<file path="src/rtl/msrh_snoop_req_queue_pkg.sv">
// Shared widths and types for the snoop request queue slice: physical address,
// D-cache line geometry, queue entry and queue FSM encodings.
package riscv_pkg;
   localparam int PADDR_W = 56;
endpackage

package msrh_conf_pkg;
   localparam int DCACHE_DATA_W = 128;
endpackage

package msrh_lsu_pkg;
   localparam int DCACHE_DATA_B_W = msrh_conf_pkg::DCACHE_DATA_W / 8;
   localparam int SNOOP_TAG_W     = 4;

   typedef struct packed {
      logic [riscv_pkg::PADDR_W-1:0] paddr;
      logic [SNOOP_TAG_W-1:0]        tag;
   } snoop_req_entry_t;

   typedef enum logic [1:0] {
      IDLE      = 2'd0,
      WAIT_RESP = 2'd1,
      RESP      = 2'd2
   } snoop_q_state_t;

   typedef struct packed {
      logic [riscv_pkg::PADDR_W-1:0] paddr;
   } snoop_req_t;

   typedef struct packed {
      logic [msrh_conf_pkg::DCACHE_DATA_W-1:0] data;
      logic [DCACHE_DATA_B_W-1:0]              be;
   } snoop_resp_t;
endpackage

</file>
<file path="src/rtl/snoop_if.sv">
// Snoop channel into the core's snoop top: one-cycle request pulse, merged
// L1D/STQ response returned later as a one-cycle valid.
interface snoop_if;
   import msrh_lsu_pkg::*;

   logic        req_valid;
   snoop_req_t  req_payload;
   logic        resp_valid;
   snoop_resp_t resp_payload;

   modport master (output req_valid, req_payload, input resp_valid, resp_payload);
   modport slave  (input req_valid, req_payload, output resp_valid, resp_payload);
endinterface

</file>
<file path="src/rtl/msrh_snoop_req_queue_fifo.sv">
// Power-of-two circular FIFO for pending snoop requests; pointers wrap naturally.
module msrh_snoop_req_fifo
   import msrh_lsu_pkg::*;
#(
   parameter int  DEPTH   = 4,
   parameter type entry_t = snoop_req_entry_t
)
(
   input  logic                     i_clk,
   input  logic                     i_reset_n,
   input  logic                     i_push,
   input  entry_t                   i_push_entry,
   input  logic                     i_pop,
   output entry_t                   o_head,
   output logic                     o_full,
   output logic                     o_empty,
   output logic [$clog2(DEPTH):0]   o_count
);
   localparam int PTR_W = $clog2(DEPTH);

   entry_t           r_mem [DEPTH];
   logic [PTR_W-1:0] r_wr_ptr;
   logic [PTR_W-1:0] r_rd_ptr;
   logic [PTR_W:0]   r_count;
   logic             w_push;
   logic             w_pop;

   assign w_push = i_push & ~o_full;
   assign w_pop  = i_pop & ~o_empty;

   always_ff @(posedge i_clk) begin
      if (!i_reset_n) begin
         r_wr_ptr <= '0;
         r_rd_ptr <= '0;
         r_count  <= '0;
      end else begin
         if (w_push) r_wr_ptr <= r_wr_ptr + PTR_W'(1);
         if (w_pop)  r_rd_ptr <= r_rd_ptr + PTR_W'(1);
         case ({w_push, w_pop})
            2'b10:   r_count <= r_count + (PTR_W+1)'(1);
            2'b01:   r_count <= r_count - (PTR_W+1)'(1);
            default: ;
         endcase
      end
   end

   // Storage is not reset; only the pointers and count define what is valid.
   always_ff @(posedge i_clk) begin
      if (w_push) r_mem[r_wr_ptr] <= i_push_entry;
   end

   assign o_head  = r_mem[r_rd_ptr];
   assign o_full  = (r_count == (PTR_W+1)'(DEPTH));
   assign o_empty = (r_count == '0);
   assign o_count = r_count;
endmodule

</file>
<file path="src/rtl/msrh_snoop_req_queue.sv">
// Queues external snoop requests and issues them one at a time to the snoop top.
// Optional watchdog: define MSRH_SNOOP_TIMEOUT_EN.
module msrh_snoop_req_queue
   import msrh_lsu_pkg::*;
#(
   parameter int DEPTH          = 4,
   parameter int TAG_W          = 4,
   parameter int TIMEOUT_CYCLES = 1024
)
(
   input  logic                                    i_clk,
   input  logic                                    i_reset_n,
   input  logic                                    i_ext_req_valid,
   output logic                                    o_ext_req_ready,
   input  logic [riscv_pkg::PADDR_W-1:0]           i_ext_req_paddr,
   input  logic [TAG_W-1:0]                        i_ext_req_tag,
   output logic                                    o_ext_resp_valid,
   input  logic                                    i_ext_resp_ready,
   output logic [TAG_W-1:0]                        o_ext_resp_tag,
   output logic [msrh_conf_pkg::DCACHE_DATA_W-1:0] o_ext_resp_data,
   output logic [DCACHE_DATA_B_W-1:0]              o_ext_resp_be,
   output logic                                    o_ext_resp_err,
   snoop_if.master                                 snoop_if
);
   localparam int CNT_W = $clog2(DEPTH) + 1;

   if ((TAG_W != SNOOP_TAG_W) || (DEPTH < 2) || ((DEPTH & (DEPTH - 1)) != 0) ||
       (TIMEOUT_CYCLES < 2)) begin : g_bad_cfg
      $error("msrh_snoop_req_queue: unsupported parameter set");
   end

   snoop_q_state_t                          r_state;
   logic                                    r_req_valid;
   logic [riscv_pkg::PADDR_W-1:0]           r_req_paddr;
   logic                                    r_resp_valid;
   logic [TAG_W-1:0]                        r_tag;
   logic [msrh_conf_pkg::DCACHE_DATA_W-1:0] r_data;
   logic [DCACHE_DATA_B_W-1:0]              r_be;
   logic                                    r_err;
   logic                                    r_drain;
   logic                                    w_timeout;
   logic                                    w_push;
   logic                                    w_pop;
   logic                                    w_full;
   logic                                    w_empty;
   logic [CNT_W-1:0]                        w_count;
   snoop_req_entry_t                        w_head;

   assign o_ext_req_ready = (w_count != CNT_W'(DEPTH));
   assign w_push          = i_ext_req_valid & ~w_full;
   assign w_pop           = (r_state == IDLE) & ~w_empty & ~r_drain;

   msrh_snoop_req_fifo #(
      .DEPTH   (DEPTH),
      .entry_t (snoop_req_entry_t)
   ) u_fifo (
      .i_clk        (i_clk),
      .i_reset_n    (i_reset_n),
      .i_push       (w_push),
      .i_push_entry ('{paddr: i_ext_req_paddr, tag: i_ext_req_tag}),
      .i_pop        (w_pop),
      .o_head       (w_head),
      .o_full       (w_full),
      .o_empty      (w_empty),
      .o_count      (w_count)
   );

`ifdef MSRH_SNOOP_TIMEOUT_EN
   localparam int WDOG_W = $clog2(TIMEOUT_CYCLES);
   logic [WDOG_W-1:0] r_wdog;

   always_ff @(posedge i_clk) begin
      if (!i_reset_n)                r_wdog <= '0;
      else if (r_state == WAIT_RESP) r_wdog <= r_wdog + WDOG_W'(1);
      else                           r_wdog <= '0;
   end

   assign w_timeout = (r_state == WAIT_RESP) && (r_wdog == WDOG_W'(TIMEOUT_CYCLES - 1));
`else
   assign w_timeout = 1'b0;
`endif

   always_ff @(posedge i_clk) begin
      if (!i_reset_n) begin
         r_state      <= IDLE;
         r_req_valid  <= 1'b0;
         r_req_paddr  <= '0;
         r_resp_valid <= 1'b0;
         r_tag        <= '0;
         r_data       <= '0;
         r_be         <= '0;
         r_err        <= 1'b0;
         r_drain      <= 1'b0;
      end else begin
         // The snoop top has no ready, so the request is a single-cycle pulse.
         r_req_valid <= w_pop;
         if (snoop_if.resp_valid && (r_state != WAIT_RESP) && r_drain) r_drain <= 1'b0;
         case (r_state)
            IDLE: begin
               if (w_pop) begin
                  r_req_paddr <= w_head.paddr;
                  r_tag       <= w_head.tag;
                  r_state     <= WAIT_RESP;
               end
            end
            WAIT_RESP: begin
               // A real response in the timeout cycle takes priority.
               if (snoop_if.resp_valid) begin
                  r_data       <= snoop_if.resp_payload.data;
                  r_be         <= snoop_if.resp_payload.be;
                  r_err        <= 1'b0;
                  r_resp_valid <= 1'b1;
                  r_state      <= RESP;
               end else if (w_timeout) begin
                  r_data       <= '0;
                  r_be         <= '0;
                  r_err        <= 1'b1;
                  r_resp_valid <= 1'b1;
                  r_drain      <= 1'b1;
                  r_state      <= RESP;
               end
            end
            RESP: begin
               if (i_ext_resp_ready) begin
                  r_resp_valid <= 1'b0;
                  r_state      <= IDLE;
               end
            end
            default: r_state <= IDLE;
         endcase
      end
   end

`ifdef SIMULATION
   always_ff @(posedge i_clk) begin
      if (i_reset_n && snoop_if.resp_valid && (r_state != WAIT_RESP) && !r_drain)
         $fatal(1, "msrh_snoop_req_queue: snoop response with no snoop outstanding");
   end
`endif

   assign snoop_if.req_valid         = r_req_valid;
   assign snoop_if.req_payload.paddr = r_req_paddr;
   assign o_ext_resp_valid           = r_resp_valid;
   assign o_ext_resp_tag             = r_tag;
   assign o_ext_resp_data            = r_data;
   assign o_ext_resp_be              = r_be;
   assign o_ext_resp_err             = r_err;
endmodule
</file>
<file path="src/flat_wrapper.sv">
// flat-port wrapper written by rule: the top's interface ports become plain ports
module msrh_snoop_req_queue_flat import msrh_lsu_pkg::*;
#(
   parameter int DEPTH          = 4,
   parameter int TAG_W          = 4,
   parameter int TIMEOUT_CYCLES = 1024
)
  (i_clk, i_reset_n, i_ext_req_valid, o_ext_req_ready, i_ext_req_paddr, i_ext_req_tag, o_ext_resp_valid, i_ext_resp_ready, o_ext_resp_tag, o_ext_resp_data, o_ext_resp_be, o_ext_resp_err, snoop_if_req_valid, snoop_if_req_payload, snoop_if_resp_valid, snoop_if_resp_payload);
  snoop_if snoop_if_i ();
  input  logic i_clk;
  input  logic i_reset_n;
  input  logic i_ext_req_valid;
  output logic o_ext_req_ready;
  input  logic [riscv_pkg::PADDR_W-1:0] i_ext_req_paddr;
  input  logic [TAG_W-1:0] i_ext_req_tag;
  output logic o_ext_resp_valid;
  input  logic i_ext_resp_ready;
  output logic [TAG_W-1:0] o_ext_resp_tag;
  output logic [msrh_conf_pkg::DCACHE_DATA_W-1:0] o_ext_resp_data;
  output logic [DCACHE_DATA_B_W-1:0] o_ext_resp_be;
  output logic o_ext_resp_err;
  output wire logic [$bits(snoop_if_i.req_valid)-1:0] snoop_if_req_valid;
  output wire logic [$bits(snoop_if_i.req_payload)-1:0] snoop_if_req_payload;
  input wire logic [$bits(snoop_if_i.resp_valid)-1:0] snoop_if_resp_valid;
  input wire logic [$bits(snoop_if_i.resp_payload)-1:0] snoop_if_resp_payload;
  assign snoop_if_req_valid = snoop_if_i.req_valid;
  assign snoop_if_req_payload = snoop_if_i.req_payload;
  assign snoop_if_i.resp_valid = snoop_if_resp_valid;
  assign snoop_if_i.resp_payload = snoop_if_resp_payload;
  msrh_snoop_req_queue #(.DEPTH(DEPTH), .TAG_W(TAG_W), .TIMEOUT_CYCLES(TIMEOUT_CYCLES)) u_core (.i_clk(i_clk), .i_reset_n(i_reset_n), .i_ext_req_valid(i_ext_req_valid), .o_ext_req_ready(o_ext_req_ready), .i_ext_req_paddr(i_ext_req_paddr), .i_ext_req_tag(i_ext_req_tag), .o_ext_resp_valid(o_ext_resp_valid), .i_ext_resp_ready(i_ext_resp_ready), .o_ext_resp_tag(o_ext_resp_tag), .o_ext_resp_data(o_ext_resp_data), .o_ext_resp_be(o_ext_resp_be), .o_ext_resp_err(o_ext_resp_err), .snoop_if(snoop_if_i));
endmodule
</file>
<file path="config.mk">
export PLATFORM = sky130hd
export DESIGN_NAME = msrh_snoop_req_queue_flat
export DESIGN_NICKNAME = d
export VERILOG_FILES = /design/src/rtl/msrh_snoop_req_queue_pkg.sv /design/src/rtl/snoop_if.sv /design/src/rtl/msrh_snoop_req_queue_fifo.sv /design/src/rtl/msrh_snoop_req_queue.sv /design/src/flat_wrapper.sv
export SDC_FILE = /design/constraint.sdc
export NUM_CORES = 1
export LEC_CHECK = 0
export CAP_MARGIN = 40
export CORE_ASPECT_RATIO = 0.6
export CORE_MARGIN = 8
export CORE_UTILIZATION = 45
export DETAILED_ROUTE_END_ITERATION = 10
export GPL_ROUTABILITY_DRIVEN = 0
export PLACE_DENSITY_LB_ADDON = 0.08
export SYNTH_ARGS = -nofsm -noshare
export SYNTH_HDL_FRONTEND = slang
export SYNTH_SLANG_ARGS = --single-unit
export TNS_END_PERCENT = 10
</file>
<file path="constraint.sdc">
create_clock -name i_clk -period 7.4 [get_ports i_clk]
set_input_delay 0.74 -clock i_clk [delete_from_list [all_inputs] [get_ports i_clk]]
set_output_delay 0.74 -clock i_clk [all_outputs]
set_load 0.01 [all_outputs]
</file>
### Routing congestion, run 1

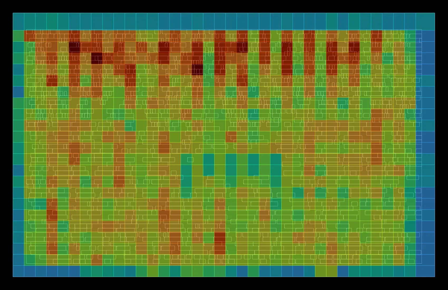
GRT met2 Usage: 32.4%
routed len/inst: 21.0 um
GRT Total Usage: 19.4%
M3 GR Usage: 4.46%

### The metal 1 layer, run 1

Drawn at 3 px/um. Supply wires on this layer in grey. Cells faint in the background.
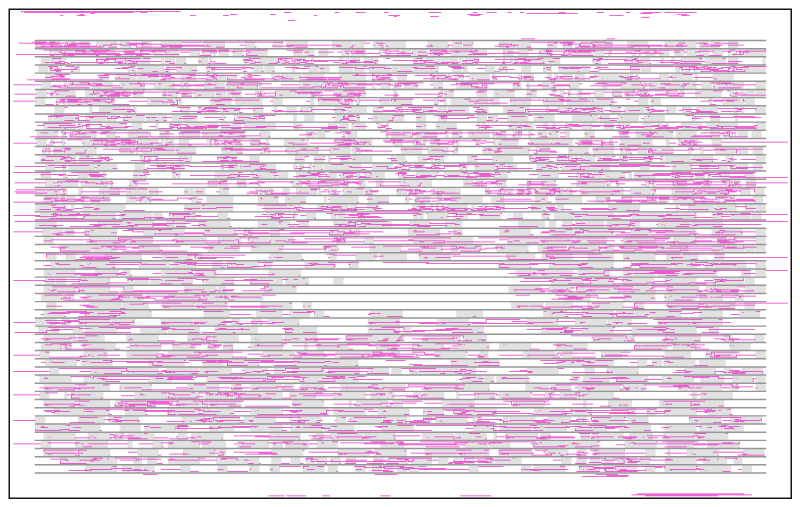
- wire length on this layer: 17,500 um
- longest straight run: 63.9 um

### Sequential cells coloured by netlist name, run 1

Drawn at 2 px/um. Other sequential cells in the stronger grey, the rest of the logic in the fainter grey.
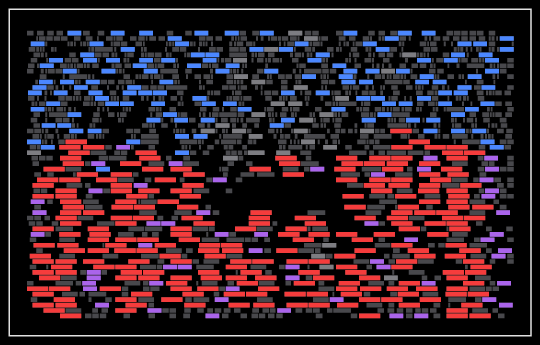
- blue: u_core.o_ext_resp_data (flops 128)
- red: u_core.u_fifo.r_mem (flops 240)
- purple: u_core.snoop_if.req_payload (flops 56)
- not coloured: 31

-- run 1: per-stage QoR --
stage,worst slack [ns],std cells
6_report,4.63,2046
5_1_grt,4.53,2046
4_1_cts,4.59,2042
3_5_place_dp,4.22,1964
3_3_place_gp,4.17,1957
2_1_floorplan,4.52,1143
-- run 1: layer usage --
layer	part of all wire (%)	wire, um	up-vias
li1	-	-	4941
met1	41	17500	5067
met2	50	21700	270
met3	5.3	2270	87
met4	3.6	1540	4
met5	0.063	27	-
-- run 1: cell type report --
cell class	instances	area share, %
clock buffers	64	5.59
flip-flops and latches	455	52.4
well taps	467	2.66
multi-input cells	602	18.5
repair buffers	434	20.1
diodes	4	0.0456
inverters	6	0.114
clock inverters	14	0.541
==> flow_metrics.tcl, run 1 <==
# metrics dict for downstream scripts
set metrics [dict create \
    ys_seq_share_pct 71.5 \
    final_common_cell "clkdlybuf4s50_1" \
    rsz0062_at_grt "no" \
    crit_buf_inv 1 \
    fin_area_mm2 0.0220 \
    power_density_mw_per_mm2 321 \
    hp-start "u_core.o_ext_resp_data[77]" \
    grt_overflow 0 \
    fillerInstances 2701 \
    area_delta_synth_final_pct 36.5 \
    syn_inst 1143 \
    fin_crit_ns 2.77 \
    swShare_pct 27.1 \
    via_per_inst 5.07 \
    worstSetupStartpointType "flip-flop" \
    first_pass_iters 5 \
    netlist.area_leader.share_pct 44.8 \
    power.internal_uw 5140 \
    fp_util_pct 45.8 \
    critPathKind "flip-flop to output pin" \
    rr_startpoint "u_core.r_state[1]" \
    hold_path_class "flip-flop to flip-flop" \
    worst_pin_slew_ns 0.827 \
    cts_tree "done" \
    p_clk_uw 2130 \
    synth.area.top_cells "edfxtp_1 (45%), dfxtp_1 (27%), mux4_2 (8.4%)" \
    crit_slowest_cell "clkdlybuf4s50_1" \
    p_seq_share_pct 45.7 \
    cts_resized 0 \
    grt_pass1_vias 10300 \
    use_met1_pct 24.6 \
    synth-xor-area-share_pct 0.109 \
    hold_buffers 0 \
    status "complete, no violations" \
    tool_warnings 29 \
    synthArstFlopShare_pct 0 \
    drc 0 \
    final_core_util_pct 62.5 \
    antenna_found_initial 7 \
    seq_power_uw 3220 \
    finalCritPeriodShare_pct 37.4 \
    nNetsFinal 1756 \
    largest_reg_flops 240 \
    flop_area_mm2 0.0115 \
    p_leak_uw 0.00734 \
    clk_pin_slew_ns 0.06 \
    ios 417 \
    synth_warnings 0 \
    path_delay_family "buffers and inverters" \
    die_w_um 260 \
    numCtsBuffers 42 \
    setup-tns-final_ns 0 \
    mostFrequentLayoutCells "clkdlybuf4s50_1 (415), nand2_1 (290), edfxtp_1 (240)" \
    drive_gt1_share_pct 9.46 \
    rows 53 \
    synth-edff-count 240 \
    grt_pass1_wl_mm 63.9 \
    htreeDepth 2 \
    max_freq_mhz 361 \
    clock_sinks 455 \
    cts_post_setup_buffers_inserted 0 \
    top_register "u_core.u_fifo.r_mem" \
    ys_sh_simple_pct 7.81 \
    skew_ns 0.0176 \
    synth.top_cells.by_count "nand2_1 (290), edfxtp_1 (240), dfxtp_1 (215), a21oi_1 (151)" \
    slowest_delay_ns 0.58 \
    crit_arrival_ns 2.03 \
    top_area_cell "edfxtp_1" \
    comb_power_uw 1700 \
    finalMaxSlewViolations 0 \
    postRouteAntennaNets 0 \
    most_common_cell "nand2_1" \
    ys.flops 455 \
    core_area_mm2 0.0351 \
    ys_sh_adder_pct 0.513 \
    hpwlAfterDp_mm 28.4 \
    vdd_drop_max_v 0.000204 \
    drt_wl_total_mm 43.1 \
    top_power_group "sequential cells" \
    cts.path.max_buffers 3 \
    mux_share_pct 8.46 \
    ys_sh_aoi_pct 8.29 \
    dpl_cell_area_mm2 0.0206 \
    ys_cells 1143 \
    yosys_area_mm2 0.0161 \
    flop_cell "edfxtp_1" \
    r2r_setup_slack_ns 4.80 \
    combPwrFrac_pct 24.1 \
    cp_max_fo 10 \
    relSlewSlack_pct 44.9 \
]
### M4 wires, run 1

Drawn at 2 px/um. Supply wires on this layer in grey.
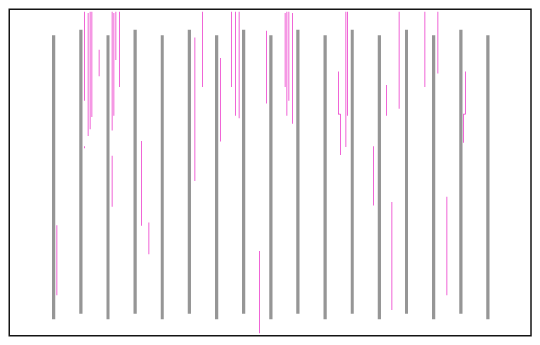

==> run 2, diff against run 1 <==
clock period = 2.7 ns   (was 7.4 ns; I/O delays follow)
### M4 wires, run 2

Drawn at 2 px/um. Supply wires on this layer in grey.
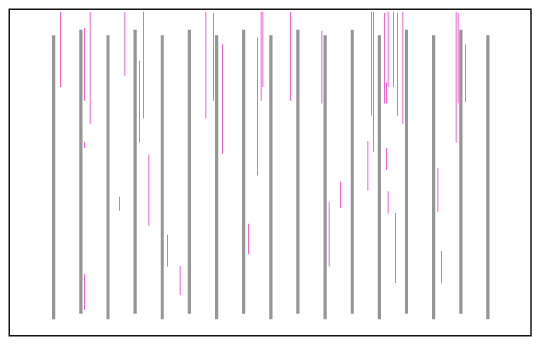
- wire length on this layer: 1,400 um
- nets with wire on the layer: 27
- longest straight run: 70.0 um
- share of all routed wire: 3.3%
- main direction: vertical

==> run 2 against run 1 <==
  * Synthesized cell count is the same
  * Routed wire length shrank 0.95%
  * Utilization grew 0.10 points
  * Clock-buffer cell count shrank 2
  * Highest routed layer unchanged
  * Largest power group unchanged
  * Via count shrank 0.37%
  * Worst setup slack lost 4.2 ns
  * Clock skew shrank 0.0044 ns
  * Critical endpoint unchanged
  * Clock power grew to 2.7 times the previous value
  * Flip-flop count is the same
==> flow_metrics.tcl, run 2 <==
# metrics dict for downstream scripts
set metrics [dict create \
    relSlewSlack_pct 52.0 \
    largest_cell_class "registers" \
    cp_max_fo 9 \
    drive_gt1_share_pct 9.63 \
    grt_pass1_vias 10100 \
    crit_buf_inv 2 \
    num_tap_cells 467 \
    yosys_area_mm2 0.0161 \
    swShare_pct 27.1 \
    clk_pin_slew_ns 0.06 \
    synth-edff-count 240 \
    fp_util_pct 45.8 \
    cts_tree "done" \
    setup-tns-final_ns 0 \
    worstSetupStartpointType "flip-flop" \
    via_per_inst 5.04 \
    flop_cell "edfxtp_1" \
    cts.path.max_buffers 3 \
    finalCritPeriodShare_pct 85.7 \
    nClkBuffers 62 \
    top_register "u_core.u_fifo.r_mem" \
    synth.area.top_cells "edfxtp_1 (45%), dfxtp_1 (27%), mux4_2 (8.4%)" \
    first_pass_iters 5 \
    drc 0 \
    combPwrFrac_pct 25.2 \
    worst_pin_slew_ns 0.719 \
    buf_share_pct 20.3 \
    p_leak_uw 0.00736 \
    grt_overflow 0 \
    ys_cells 1143 \
    dp_cells 1969 \
    final_common_cell "clkdlybuf4s50_1" \
    cts_post_setup_buffers_inserted 0 \
    status "complete, no violations" \
    synthArstFlopShare_pct 0 \
    cts_resized 0 \
    hold_buffers 0 \
    rr_startpoint "u_core.u_fifo.o_count[2]" \
    most_common_cell "nand2_1" \
    ys_seq_share_pct 71.5 \
    inv_count 6 \
    drt_wl_total_mm 42.6 \
    critPathKind "flip-flop to output pin" \
    avgRoutedWirePerCell_um 20.8 \
    met2_usage_pct 32.4 \
    numCtsBuffers 42 \
    comb_share_pct 18.5 \
    rsz0062_at_grt "no" \
    syn_inst 1143 \
    mostFrequentLayoutCells "clkdlybuf4s50_1 (415), nand2_1 (290), edfxtp_1 (240)" \
    slowest_delay_ns 0.55 \
    grtUsageMet3_pct 5.11 \
    place_ws_ns 0.300 \
    vdd_drop_max_v 0.000728 \
    core_area_mm2 0.0351 \
    max_freq_mhz 432 \
    area_delta_synth_final_pct 36.7 \
    hp-start "snoop_if_resp_payload[136]" \
    ios 417 \
    routed-wl-met3_mm 2.64 \
    fin_crit_ns 2.31 \
    multi_input_comb_cells 602 \
    diodes 2 \
    flops 455 \
    p_seq_share_pct 44.8 \
    clock_sinks 455 \
    power.internal_uw 14200 \
    path_delay_family "buffers and inverters" \
    grt_pass1_wl_mm 63.4 \
    use_met1_pct 24.1 \
    crit_arrival_ns 2.04 \
    hpwlAfterDp_mm 28.6 \
    tool_warnings 31 \
    crit_slowest_cell "clkdlybuf4s50_1" \
    final_core_util_pct 62.6 \
    nNetsFinal 1761 \
    instances_no_fill 2048 \
    fillerInstances 2666 \
    topRoutingLayerUsed "met5" \
    setup_slack_ns 0.386 \
    hold_path_class "input port to flip-flop" \
]
[run 2: logic make-up after synthesis]
| group | after synthesis | synth area share, % |
|---|---|---|
| buf+inv | 86 | 3.27 |
| fa+ha+maj | 6 | 0.513 |
| flops | 455 | 71.5 |
| other cells | 1 | 0.0233 |
| simple gates | 314 | 7.81 |
| xor+xnor | 2 | 0.109 |
| mux | 61 | 8.46 |
| compound gates | 218 | 8.29 |
[run 2: power by group through the flow]
stage	clock (uW)	combinational [uW]	sequential, uW
5_1_grt	6290	5280	8810
6_report	5840	4890	8700
2_1_floorplan	0	2500	9050
4_1_cts	6000	5010	8710
3_5_place_dp	0	4980	8850
3_3_place_gp	0	4930	8830
### Routing congestion, run 2

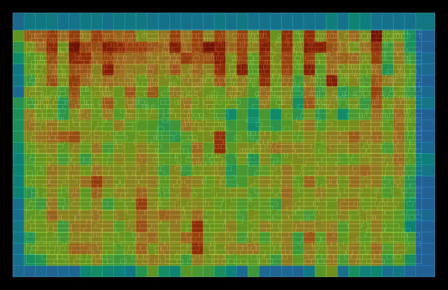

==> run 3, diff against run 2 <==
SETUP_SLACK_MARGIN = 0.4   (was default)
### Routing congestion, run 3

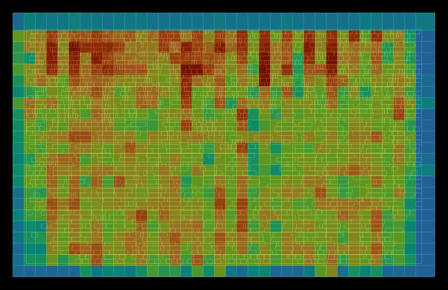
GRT met2 Usage: 33.3%
Most Used Layer, Global Route: met2

==> run 3 against run 2 <==
  * First-iteration DRC count fell by 1.3%
  * Highest routed layer is now met4
  * Critical path depth increased by 5
  * Fmax up 6.2%
==> flow_metrics.tcl, run 3 <==
# metrics dict for downstream scripts
set metrics [dict create \
    final_common_cell "clkdlybuf4s50_1" \
    ios 417 \
    synthArstFlopShare_pct 0 \
    seq_power_uw 8850 \
    drive_gt1_share_pct 10.5 \
    top_register "u_core.u_fifo.r_mem" \
    logic_family "multiplexers" \
    hold_buffers 0 \
    crit_arrival_ns 2.64 \
    area_delta_synth_final_pct 37.4 \
    slowest_delay_ns 0.41 \
    rr_startpoint "u_core.u_fifo.o_count[0]" \
    via_per_inst 5.06 \
    drt_wl_total_mm 43.7 \
    grt_overflow 0 \
    status "complete, no violations" \
    grt_pass1_vias 10500 \
    postRouteAntennaNets 0 \
    yosys_area_mm2 0.0161 \
    power_density_mw_per_mm2 881 \
    drc 0 \
    comb_power_uw 4800 \
    netlist.area_leader.share_pct 44.8 \
    crit_slowest_cell "or3b_1" \
    grtUsageMet3_pct 4.52 \
    relSlewSlack_pct 54.6 \
    finalCritPeriodShare_pct 80.7 \
    fp_util_pct 45.8 \
    path_delay_family "simple AND/OR/NAND/NOR gates" \
    ys.flops 455 \
    use_met1_pct 25.2 \
    cts_post_setup_buffers_inserted 0 \
    numCtsBuffers 43 \
    syn_inst 1143 \
    hp-start "snoop_if_resp_payload[103]" \
    hold_path_class "input port to flip-flop" \
    rsz0062_at_grt "no" \
    max_freq_mhz 459 \
    clock_sinks 455 \
]
run 3: cell type report:
type,count,area share [%]
inverters,6,0.113
multi-input cells,602,18.5
diodes,2,0.0226
repair buffers,440,20.4
flip-flops and latches,455,52.1
clock inverters,15,0.408
clock buffers,64,5.82
well taps,467,2.64
run 3: stage by stage:
stage | setup WS, ns | util [%] | instance area [um^2] | total power (uW) | cells
2_1_floorplan | 0.0805 | - | 16100 | 11600 | 1143
3_3_place_gp | 0.523 | 58.9 | 20700 | 13800 | 1970
3_5_place_dp | 0.447 | 58.9 | 20700 | 13900 | 1970
4_1_cts | 0.434 | 62.8 | 22100 | 19700 | 2049
5_1_grt | 0.450 | 62.9 | 22100 | 20400 | 2051
6_report | 0.521 | 62.9 | 22100 | 19500 | 2051

==> gallery <==
Routed metal, one colour a layer.
Drawn at 2 px/um. Only two layers are drawn.
picture 1
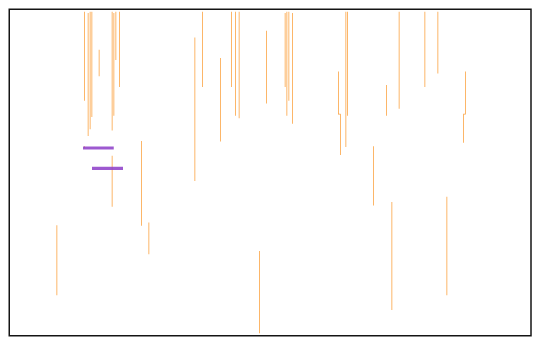
picture 2
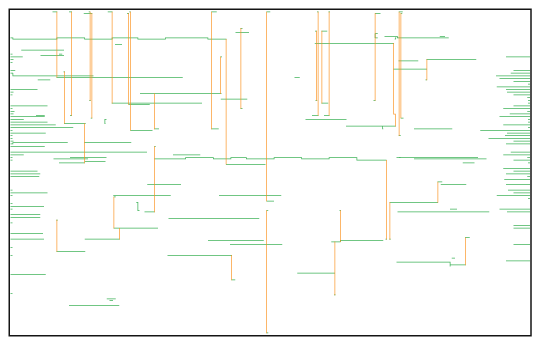
picture 1 -> run 1
picture 2 -> run 3

Key to picture 1:
- purple: M5 (wire length 27.6 um)
- orange: M4 (wire length 1,540 um)

No activity file was given, so power comes from the tool's default toggle rates.
